===== config.mk =====
export PLATFORM = sky130hd
export DESIGN_NAME = alu_share_arbiter_flat
export DESIGN_NICKNAME = d
export VERILOG_FILES = /design/src/rtl/alu_share_arbiter_pkg.sv /design/src/rtl/alu_share_arbiter_if.sv /design/src/rtl/alu_share_arbiter_rr_arb2.sv /design/src/rtl/alu_share_arbiter.sv /design/src/flat_wrapper.sv
export SDC_FILE = /design/constraint.sdc
export NUM_CORES = 1
export LEC_CHECK = 0
export CAP_MARGIN = 20
export CORE_ASPECT_RATIO = 0.6
export CORE_UTILIZATION = 34
export DETAILED_ROUTE_END_ITERATION = 16
export PLACE_DENSITY = 0.74
export SLEW_MARGIN = 0
export SYNTH_ARGS = -nofsm -noshare
export SYNTH_HDL_FRONTEND = slang
export SYNTH_SLANG_ARGS = --single-unit

===== constraint.sdc =====
create_clock -name clk -period 4.35 [get_ports clk]
set_input_delay 0.87 -clock clk [delete_from_list [all_inputs] [get_ports clk]]
set_output_delay 0.87 -clock clk [all_outputs]
set_load 0.1 [all_outputs]

===== src/rtl/alu_share_arbiter_pkg.sv =====
// ALU share arbiter: shared constants, FSM states and ALU control decode.
// No ports; imported by the interface users and the arbiter top.
package alu_ctrl_pkg;

  localparam logic [1:0] ALUOP_RTYPE = 2'b10;
  localparam logic [2:0] FUNC_ADD    = 3'b000;
  localparam logic [2:0] FUNC_OR     = 3'b011;
  localparam logic [3:0] ALU_ADD     = 4'b0010;
  localparam logic [3:0] ALU_OR      = 4'b0001;

  typedef enum logic [1:0] {
    IDLE = 2'd0,
    EXEC = 2'd1,
    RESP = 2'd2
  } state_t;

  function automatic logic [3:0] decode_alu_ctrl(
    input logic [1:0] aluop,
    input logic [2:0] func
  );
    logic [3:0] c;
    c = ALU_ADD;
    if (aluop == ALUOP_RTYPE) begin
      unique case (func)
        FUNC_ADD: c = ALU_ADD;
        FUNC_OR:  c = ALU_OR;
        default:  c = ALU_ADD;
      endcase
    end
    return c;
  endfunction

endpackage


===== src/rtl/alu_share_arbiter_if.sv =====
// ALU share arbiter: request/response handshake bundle for two requesters.
// master = requester side, slave = arbiter side.
interface alu_share_arbiter_if #(
  parameter int DATA_W = 32
);
  logic [1:0]        req_valid;
  logic [1:0]        req_ready;
  logic [DATA_W-1:0] req0_a;
  logic [DATA_W-1:0] req0_b;
  logic [1:0]        req0_aluop;
  logic [2:0]        req0_func;
  logic [DATA_W-1:0] req1_a;
  logic [DATA_W-1:0] req1_b;
  logic [1:0]        req1_aluop;
  logic [2:0]        req1_func;
  logic [1:0]        rsp_valid;
  logic [1:0]        rsp_ready;
  logic [DATA_W-1:0] rsp_data;
  logic              rsp_zero;

  modport master (
    output req_valid, req0_a, req0_b,
    output req0_aluop, req0_func,
    output req1_a, req1_b,
    output req1_aluop, req1_func,
    output rsp_ready,
    input  req_ready, rsp_valid,
    input  rsp_data, rsp_zero
  );

  modport slave (
    input  req_valid, req0_a, req0_b,
    input  req0_aluop, req0_func,
    input  req1_a, req1_b,
    input  req1_aluop, req1_func,
    input  rsp_ready,
    output req_ready, rsp_valid,
    output rsp_data, rsp_zero
  );
endinterface


===== src/rtl/alu_share_arbiter_rr_arb2.sv =====
// Two-way round-robin grant: req[1:0], last_grant (index) -> one-hot grant.
// Purely combinational; on contention the requester not served last wins.
module rr_arb2 (
  input  logic [1:0] req,
  input  logic       last_grant,
  output logic [1:0] grant
);

  always_comb begin
    grant = 2'b00;
    unique case (req)
      2'b01:   grant = 2'b01;
      2'b10:   grant = 2'b10;
      2'b11:   grant = last_grant ? 2'b01 : 2'b10;
      default: grant = 2'b00;
    endcase
  end

endmodule


===== src/rtl/alu_share_arbiter.sv =====
// Shares one EX ALU between pipeline EX (req0) and aux unit (req1).
// Ports: clk, reset, bus (slave handshake), alu_a/b/ctrl, alu_result/zero, busy.
module alu_share_arbiter
  import alu_ctrl_pkg::*;
#(
  parameter int DATA_W = 32
) (
  input  logic              clk,
  input  logic              reset,
  alu_share_arbiter_if.slave bus,
  output logic [DATA_W-1:0] alu_a,
  output logic [DATA_W-1:0] alu_b,
  output logic [3:0]        alu_ctrl,
  input  logic [DATA_W-1:0] alu_result,
  input  logic              alu_zero,
  output logic              busy
);

  state_t            state, state_nx;
  logic              last_grant;
  logic [1:0]        grant;
  logic [1:0]        owner;
  logic              accept;
  logic [1:0]        req_ready_c;
  logic [1:0]        rsp_valid_c;
  logic [DATA_W-1:0] rsp_data_q;
  logic              rsp_zero_q;

  rr_arb2 u_arb (
    .req        (bus.req_valid),
    .last_grant (last_grant),
    .grant      (grant)
  );

  always_comb begin
    state_nx    = state;
    req_ready_c = 2'b00;
    rsp_valid_c = 2'b00;
    accept      = 1'b0;
    unique case (state)
      IDLE: begin
        // ready is combinational; mask it while reset is held
        req_ready_c = reset ? 2'b00 : grant;
        accept      = |(bus.req_valid & grant);
        if (accept) state_nx = EXEC;
      end
      EXEC: state_nx = RESP;
      RESP: begin
        rsp_valid_c = owner;
        if (|(owner & bus.rsp_ready))
          state_nx = IDLE;
      end
      default: state_nx = IDLE;
    endcase
  end

  always_ff @(posedge clk or posedge reset) begin
    if (reset) begin
      state      <= IDLE;
      last_grant <= 1'b1;
      owner      <= 2'b00;
      alu_a      <= '0;
      alu_b      <= '0;
      alu_ctrl   <= 4'b0000;
      rsp_data_q <= '0;
      rsp_zero_q <= 1'b0;
    end else begin
      state <= state_nx;
      if (accept) begin
        owner      <= grant;
        last_grant <= grant[1];
        // ALU ports are the operand latches: stable outside EXEC
        if (grant[1]) begin
          alu_a    <= bus.req1_a;
          alu_b    <= bus.req1_b;
          alu_ctrl <= decode_alu_ctrl(bus.req1_aluop,
                                      bus.req1_func);
        end else begin
          alu_a    <= bus.req0_a;
          alu_b    <= bus.req0_b;
          alu_ctrl <= decode_alu_ctrl(bus.req0_aluop,
                                      bus.req0_func);
        end
      end
      if (state == EXEC) begin
        rsp_data_q <= alu_result;
        rsp_zero_q <= alu_zero;
      end
    end
  end

  assign bus.req_ready = req_ready_c;
  assign bus.rsp_valid = rsp_valid_c;
  assign bus.rsp_data  = rsp_data_q;
  assign bus.rsp_zero  = rsp_zero_q;
  assign busy          = (state != IDLE);

endmodule


===== src/flat_wrapper.sv =====
// flat-port wrapper written by rule: the top's interface ports become plain ports
module alu_share_arbiter_flat import alu_ctrl_pkg::*;
#(
  parameter int DATA_W = 32
)
  (clk, reset, alu_a, alu_b, alu_ctrl, alu_result, alu_zero, busy, bus_req_valid, bus_req0_a, bus_req0_b, bus_req0_aluop, bus_req0_func, bus_req1_a, bus_req1_b, bus_req1_aluop, bus_req1_func, bus_rsp_ready, bus_req_ready, bus_rsp_valid, bus_rsp_data, bus_rsp_zero);
  alu_share_arbiter_if #(.DATA_W(DATA_W)) bus_i ();
  input  logic clk;
  input  logic reset;
  output logic [DATA_W-1:0] alu_a;
  output logic [DATA_W-1:0] alu_b;
  output logic [3:0] alu_ctrl;
  input  logic [DATA_W-1:0] alu_result;
  input  logic alu_zero;
  output logic busy;
  input wire logic [$bits(bus_i.req_valid)-1:0] bus_req_valid;
  input wire logic [$bits(bus_i.req0_a)-1:0] bus_req0_a;
  input wire logic [$bits(bus_i.req0_b)-1:0] bus_req0_b;
  input wire logic [$bits(bus_i.req0_aluop)-1:0] bus_req0_aluop;
  input wire logic [$bits(bus_i.req0_func)-1:0] bus_req0_func;
  input wire logic [$bits(bus_i.req1_a)-1:0] bus_req1_a;
  input wire logic [$bits(bus_i.req1_b)-1:0] bus_req1_b;
  input wire logic [$bits(bus_i.req1_aluop)-1:0] bus_req1_aluop;
  input wire logic [$bits(bus_i.req1_func)-1:0] bus_req1_func;
  input wire logic [$bits(bus_i.rsp_ready)-1:0] bus_rsp_ready;
  output wire logic [$bits(bus_i.req_ready)-1:0] bus_req_ready;
  output wire logic [$bits(bus_i.rsp_valid)-1:0] bus_rsp_valid;
  output wire logic [$bits(bus_i.rsp_data)-1:0] bus_rsp_data;
  output wire logic [$bits(bus_i.rsp_zero)-1:0] bus_rsp_zero;
  assign bus_i.req_valid = bus_req_valid;
  assign bus_i.req0_a = bus_req0_a;
  assign bus_i.req0_b = bus_req0_b;
  assign bus_i.req0_aluop = bus_req0_aluop;
  assign bus_i.req0_func = bus_req0_func;
  assign bus_i.req1_a = bus_req1_a;
  assign bus_i.req1_b = bus_req1_b;
  assign bus_i.req1_aluop = bus_req1_aluop;
  assign bus_i.req1_func = bus_req1_func;
  assign bus_i.rsp_ready = bus_rsp_ready;
  assign bus_req_ready = bus_i.req_ready;
  assign bus_rsp_valid = bus_i.rsp_valid;
  assign bus_rsp_data = bus_i.rsp_data;
  assign bus_rsp_zero = bus_i.rsp_zero;
  alu_share_arbiter #(.DATA_W(DATA_W)) u_core (.clk(clk), .reset(reset), .bus(bus_i), .alu_a(alu_a), .alu_b(alu_b), .alu_ctrl(alu_ctrl), .alu_result(alu_result), .alu_zero(alu_zero), .busy(busy));
endmodule

==> out/qor.yml, run 1 <==
status: "completed"
syn_area_mm2: 0.00476
end_kind: "primary output"
logic_area_mm2: 0.00201
irDropWorstVdd_uv: 212
met2_usage: 0.310
pwr-share-seq: 0.431
ys_cells: 320
flop_cell: "dfrtp_1"
grt_pass1_vias: 3875
comb_power_share: 0.184
dr.pass1.iters: 4
viasPerCell: 4.49
nets: 774
area_leaders: "dfrtp_1 54%, mux2_2 32%, mux2_1 6.4%"
finalClockPeriodUsage: 0.714
rows: 33
layout_top_cell: "clkdlybuf4s50_1"
yosysUniqueCellTypes: 29
cp_top_family: "buffers and inverters"
max_freq_mhz: 322
dieHeight_um: 93.7
die-area_mm2: 0.0145
fillers: 1099
min_path_type: "register to register"
ioPinCount: 283
met3_usage: 0.0733
area_growth_pct: 69.1
grt.overflow.total: 0
ant_nets: 0
clock_latency_ns: 0.34
setup_tns_ns: 0
sh_seq_area: 0.323
gp_congestion: 0.741
openroad.warnings: 26
dp_hpwl_um: 9720
num_antenna_cells: 0
wl_met1_um: 5260
num-nonclk-inverters: 4
flop_area_mm2: 0.00260
met2WireLength_um: 6320
ys_ff: 104
start_kind: "register"
dpl-instance-area_mm2: 0.00772
slew_headroom: 0.316
clk_pin_slew_worst_paths_ns: 0.07
arrival_ns: 2.23
comb_share: 0.250
run 1: flip-flops by register name (all words and copies together) (netlist names):
name                 cells
u_core.alu_b            32
u_core.bus.rsp_data     32
u_core.owner             2
u_core.bus.rsp_zero      1
u_core.last_grant        1
u_core.state             2
u_core.alu_a            32
u_core.alu_ctrl          2
run 1: logic make-up after synthesis:
logic type	Yosys count	share of synthesized area
multiplexers	161	0.381
AND-OR/OR-AND	11	0.0163
other	1	0.000788
AND/OR/NAND/NOR	19	0.0229
flip-flops	104	0.547
buffers and inverters	24	0.0323
run 1: worst paths after layout:
check                           slack, ns                             endpoint                                 from  depth (start not counted)
worst max-delay path                 1.25                     bus_rsp_valid[0]          u_core.state[0]$_DFFE_PP0P_                          3
worst min-delay path                 0.51  u_core.bus.rsp_data[20]$_DFFE_PP0N_  u_core.bus.rsp_data[20]$_DFFE_PP0N_                          1
worst max register to register       2.20         u_core.alu_b[13]$_DFFE_PP0P_          u_core.state[0]$_DFFE_PP0P_                          5
worst min register to register       0.51  u_core.bus.rsp_data[20]$_DFFE_PP0N_  u_core.bus.rsp_data[20]$_DFFE_PP0N_                          1
max in group asynchronous            2.45         u_core.alu_b[11]$_DFFE_PP0P_                                reset                          3
min in group asynchronous            1.08   u_core.bus.rsp_data[7]$_DFFE_PP0N_                                reset                          2
run 1: metrics by stage:
stage	setup WS (ns)	instances	hold slack [ns]	utilization	total power, W
2_1_floorplan	0.147	321	0.479	-	0.00122
3_3_place_gp	1.18	778	0.489	0.565	0.00143
3_5_place_dp	1.09	778	0.492	0.565	0.00143
4_1_cts	1.24	794	0.508	0.589	0.00233
5_1_grt	1.11	794	0.513	0.589	0.00239
6_report	1.25	794	0.506	0.589	0.00230
run_1/placement_by_type.png
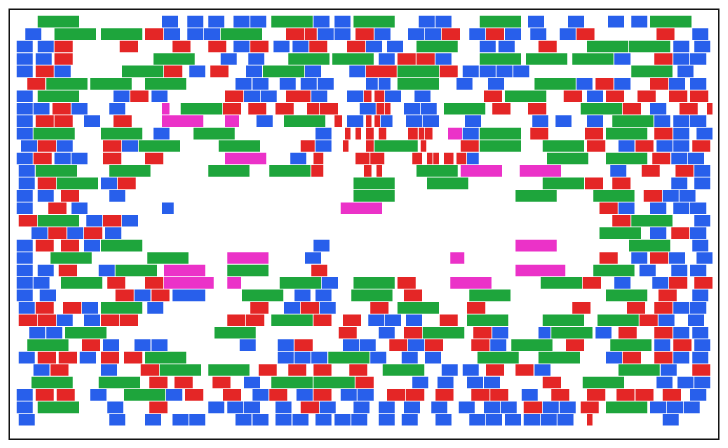
- combinational and other logic: red (cells 197; share of their area 26%)
- clock drivers and dummy loads: magenta (cells 16; share of their area 4.2%)
- sequential cells: green (cells 104; share of their area 33%)
- remaining buffers and delay cells: blue (cells 285; share of their area 36%)

run_1/flops_by_reg.png
The bar under the picture is 50 µm long. Other sequential cells in the stronger gray, the rest of the logic in the fainter gray.
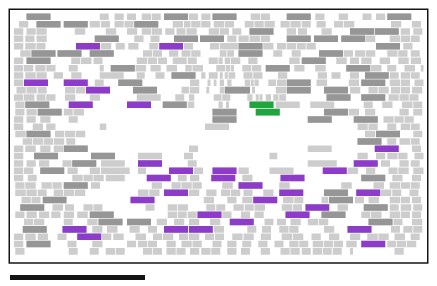
- `u_core.state`: green (flops 2)
- `u_core.alu_a`: purple (flops 32)

run_1/clk_routes.png
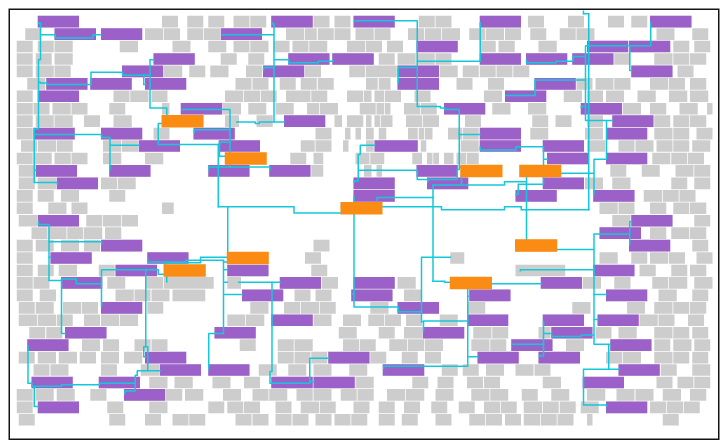
- flip-flops: purple (count 104)
- clock wires: cyan (length 1350 µm)
- clock drivers: orange (count 9)
- flops lie: all over the die
- routed clock nets: 10

run_1/clocks.png
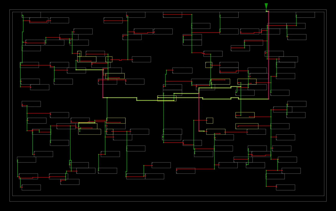

==> run 2: changes to the inputs <==
PLACE_DENSITY = 0.77   (was 0.74)
clock period = 2.8 ns   (was 4.35 ns; I/O delays follow)
run_2/clocks.png
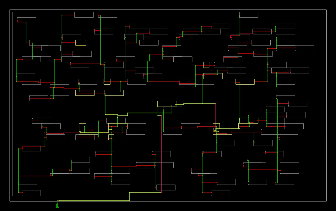
Clock Buffer Count: 11
clk sinks: 104
Clk power: 0.00122 W

run_2/flops_by_reg.png
The bar under the picture is 50 µm long. Other sequential cells in the stronger gray, the rest of the logic in the fainter gray.
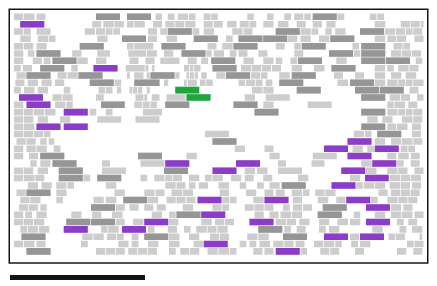
- `u_core.state`: green (flops 2)
- `u_core.alu_a`: purple (flops 32)
- not colored: 70
sequential power: 0.00154 W
flop share of the area: 0.332

==> run 2 against run 1 <==
Compared with the run above:
- routed wire length is 1.9% higher
- worst hold slack improved by 0.0022 ns
- cell count rose by 0.13%
- register-to-register slack lost 1.1 ns
- critical path depth rose by 1
- sequential cell count unchanged
- global-route usage rose by 0.69 points
- non-clock buffer count is 1 higher
- largest cell class unchanged
==> out/qor.yml, run 2 <==
reg2reg_from: "u_core.state[0]$_DFFE_PP0P_"
r2r_slack_ns: 1.08  # -1.12 ns
rows: 33  # unchanged
power_w: 0.00341  # +48%
max_freq_mhz: 424
stdcell_count: 795  # +0.13%
holdWs_ns: 0.508  # +0.00224 ns
syn_area_mm2: 0.00476  # unchanged
clock_latency_ns: 0.34  # about the same
dieHeight_um: 93.7  # unchanged
flop_cell: "dfrtp_1"
die-area_mm2: 0.0145  # unchanged
hold_end: "u_core.alu_a[25]$_DFFE_PP0P_"
ys_ff: 104  # unchanged
fin_util: 0.573  # -0.0159
gp_congestion: 0.752  # +1.5%
status: "completed"
viasPerCell: 4.60  # +2.5%
num_antenna_cells: 0  # unchanged
area_leaders: "dfrtp_1 54%, mux2_2 32%, mux2_1 6.4%"
yosysUniqueCellTypes: 29  # unchanged
place_ws_ns: 0.205  # -0.880 ns
clk_pin_slew_worst_paths_ns: 0.07  # about the same
slew_headroom: 0.644  # +0.328
endpoint: "bus_req_ready[0]"
min_path_type: "register to register"
finalClockPeriodUsage: 0.842
end_kind: "primary output"
layout_top_cell: "clkdlybuf4s50_1"
arrival_ns: 1.80  # -0.43 ns
dp_hpwl_um: 9900  # +1.9%
openroad.warnings: 27  # +3.8%
run_2/sizes.png
The bar under the picture is 50 µm long.
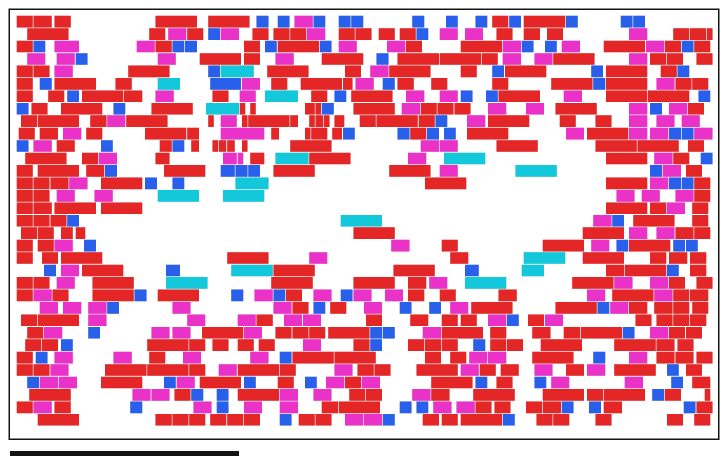
- _6 and larger: cyan (cells 16; most used clkbuf_16)
- _2 cells: magenta (cells 140; most used mux2_2)
- _3 and _4 cells: blue (cells 112; most used buf_4)
- _0 and _1 cells: red (cells 335; most used clkdlybuf4s50_1)
Area Overhead vs Synth: 64.5%
Repair and plain buffers: 286
worst setup margin: 0.442 ns
Final Cell Area: 0.00783 mm²

## run 2: cell types whose count changed in the layout (fill, tap and decap cells not counted), sizes merged
cell           before  now
buf                 7  110
clkdlybuf4s50     278  176
inv                 7    3
clkinvlp            0    3
bufinv              2    0
clkbuf              9   11
clkinv              2    3
## run 2: critical path, stage by stage
cell and delay, ns:
clkdlybuf4s50_1 0.62, o21ai_2 0.15, nor3_2 0.25, buf_12 0.21
## run 2: cell type report
cell class | instances | area [µm²]
fillers | 1123 | 5840
repair buffers | 286 | 2650
flip-flops and latches | 104 | 2600
multi-input cells | 193 | 2020
clock buffers | 11 | 253
well taps | 192 | 240
clock inverters | 5 | 41.3
inverters | 4 | 18.8
## run 2: metal layers
layer,vias up,part of all wire,wire [µm],global-route usage
met1,1790,0.40,5230,0.212
met4,0,0.016,206,0.0528
met5,-,0,0,0
met3,16,0.075,980,0.0613
met2,158,0.51,6680,0.325
li1,1696,-,-,-
## run 2: logic make-up (layout without fill, tap and decap cells)
kind of cell,Yosys count,count (layout),share of synthesized area
buffers and inverters,24,306,0.0323
other,1,2,0.000788
AND/OR/NAND/NOR,19,19,0.0229
flip-flops,104,104,0.547
multiplexers,161,161,0.381
AND-OR/OR-AND,11,11,0.0163
## run 2: power by group through the flow
stage / Sequential [W] / Clock [W] / Combinational (W)
floorplan: 0.00175 / 0 / 0.000152
global placement: 0.00157 / 0 / 0.000646
detailed placement: 0.00157 / 0 / 0.000659
CTS: 0.00154 / 0.00127 / 0.000661
global route: 0.00154 / 0.00133 / 0.000692
finish: 0.00154 / 0.00122 / 0.000654
run_2/clk_routes.png
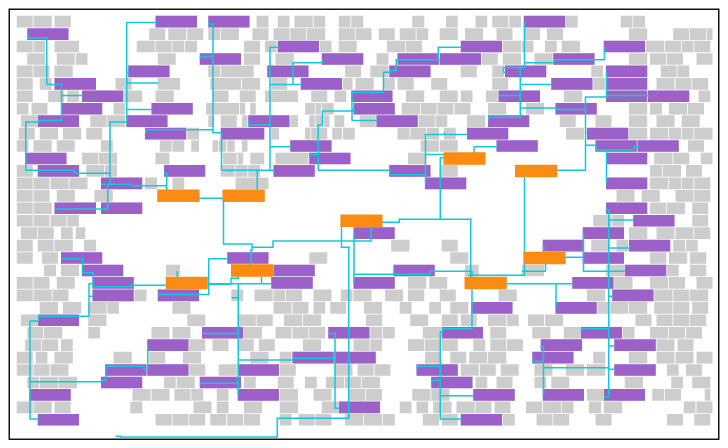

==> run 3: changes to the inputs <==
PLACE_DENSITY = 0.74   (was 0.77)
clock period = 2.4 ns   (was 2.8 ns; I/O delays follow)
run_3/clk_routes.png
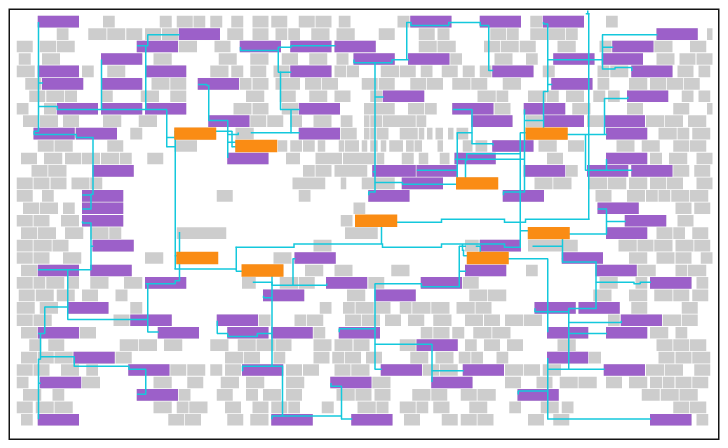
- clock drivers: orange (count 9)
- clock wires: cyan (length 1380 µm)
- flip-flops: purple (count 104)
- routed clock nets: 10
- flops lie: all over the die
Final Skew: 0.00732 ns
Clk power: 0.00164 W

run_3/flops_by_reg.png
The bar under the picture is 50 µm long. Other sequential cells in the stronger gray, the rest of the logic in the fainter gray.
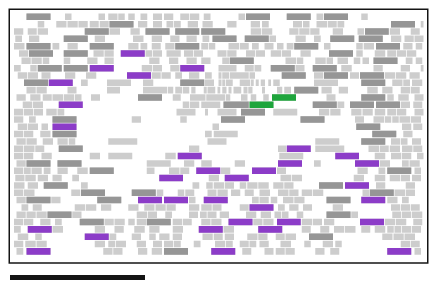
- `u_core.state`: green (flops 2)
- `u_core.alu_a`: purple (flops 32; where all over the die)
- not colored: 70

run_3/placement_by_type.png
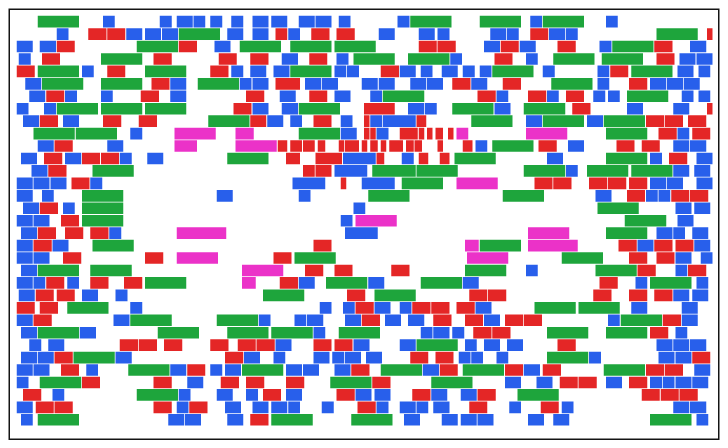
- remaining buffers and delay cells: blue (cells 290; share of their area 35%)
- clock drivers and dummy loads: magenta (cells 16; share of their area 4.4%)
- sequential cells: green (cells 104; share of their area 34%)
- combinational and other logic: red (cells 197; share of their area 27%)
flop share of the area: 0.329
std cell rows: 33

==> run 3 against run 2 <==
Compared with the run above:
- worst hold slack worse by 0.00057 ns
- first-iteration DRC count is 11% higher
- clock skew is 0.0015 ns higher
- sequential share of layout area is 0.38 points lower
- via count is 0.63% lower
- power is 23% higher
- synthesized cell count stayed put
- critical path depth is 1 higher
- area after synthesis stayed put
- routed wire length hardly changed
- critical endpoint unchanged
- largest cell class unchanged
==> out/qor.yml, run 3 <==
num_antenna_cells: 0  # unchanged
syn_area_mm2: 0.00476  # unchanged
end_kind: "primary output"
viasPerCell: 4.55  # -1.1%
adder_share: 0  # unchanged
place_ws_ns: 0.116  # -0.0894 ns
fillers: 1131  # +0.71%
ant_nets: 0
dp_hpwl_um: 10100  # +2.2%
reg2reg_from: "u_core.state[1]$_DFFE_PP0P_"
area_leaders: "dfrtp_1 54%, mux2_2 32%, mux2_1 6.4%"
ys_top_logic_family: "multiplexers"
met2WireLength_um: 6570  # -1.5%
met3_length_um: 1090  # +12%
yosysUniqueCellTypes: 29  # unchanged
layout_top_cell: "clkdlybuf4s50_1"
met1_usage: 0.215  # +0.00234
flop_cell: "dfrtp_1"
cts-resized-gates: 0
min_path_type: "register to register"
dr.max_layer_used: "met4"
finalClockPeriodUsage: 0.906
synth-xor-area-share: 0  # unchanged
grt.busiest_layer: "met2"
openroad.warnings: 27  # unchanged
status: "completed"
synthMuxAreaShare: 0.381  # unchanged
wl_met1_um: 5280  # +0.92%
fin_area_mm2: 0.00792  # +1.2%
met2_usage: 0.325  # -0.000754
gp_congestion: 0.718  # -4.5%
final_cell_mix: "176 x clkdlybuf4s50_1, 134 x mux2_2, 108 x buf_4"
clock-sinks: 104  # unchanged
yosys.area_share.simple: 0.0229  # unchanged
met3_usage: 0.0646  # +0.00323
fin_ws_ns: 0.226  # -0.216 ns
grt_pass1_vias: 3952
die-area_mm2: 0.0145  # unchanged
clk_pin_slew_worst_paths_ns: 0.07  # about the same
dieHeight_um: 93.7  # unchanged
ys_ff: 104  # unchanged
ys_sh_aoi: 0.0163  # unchanged
clock_latency_ns: 0.34  # about the same
max_freq_mhz: 460
arrival_ns: 1.69  # -0.11 ns
[run 3: cell counts after synthesis]
No cell type changed its count.
[run 3: where the power goes]
group | switching, W | internal (W)
registers | 0.0000157 | 0.00178
logic | 0.000379 | 0.000389
clock network | 0.000685 | 0.000959
total | 0.00108 | 0.00313
[run 3: cell type report]
| class | instances | area [µm²] | share of cell area |
|---|---|---|---|
| clock inverters | 6 | 96.3 | 0.0122 |
| multi-input cells | 193 | 2030 | 0.256 |
| inverters | 4 | 18.8 | 0.00237 |
| repair buffers | 290 | 2690 | 0.340 |
| well taps | 192 | 240 | 0.0303 |
| clock buffers | 10 | 239 | 0.0302 |
| flip-flops and latches | 104 | 2600 | 0.329 |
[run 3: worst paths after layout]
kind / slack (ns) / to
max: 0.23 / bus_req_ready[0]
min: 0.51 / u_core.bus.rsp_data[6]$_DFFE_PP0N_
max reg2reg: 0.64 / u_core.alu_a[30]$_DFFE_PP0P_
min reg2reg: 0.51 / u_core.bus.rsp_data[6]$_DFFE_PP0N_
max in group asynchronous: 1.26 / u_core.alu_a[14]$_DFFE_PP0P_
min in group asynchronous: 0.74 / u_core.owner[0]$_DFFE_PP0P_
[run 3: metrics by stage]
step	TNS (ns)	instances	hold WS (ns)	power, W	util
2_1_floorplan	-0.478	321	0.479	0.00222	-
3_3_place_gp	0	783	0.491	0.00259	0.555
3_5_place_dp	0	783	0.495	0.00260	0.555
4_1_cts	0	799	0.512	0.00427	0.580
5_1_grt	0	799	0.526	0.00438	0.580
6_report	0	799	0.508	0.00421	0.580
[run 3: critical path, stage by stage]
cell,delay [ns]
clkdlybuf4s50_1,0.53
buf_4,0.15
o21ai_2,0.11
nor3_4,0.22
buf_12,0.20
Power and IR drop assume default switching activity.
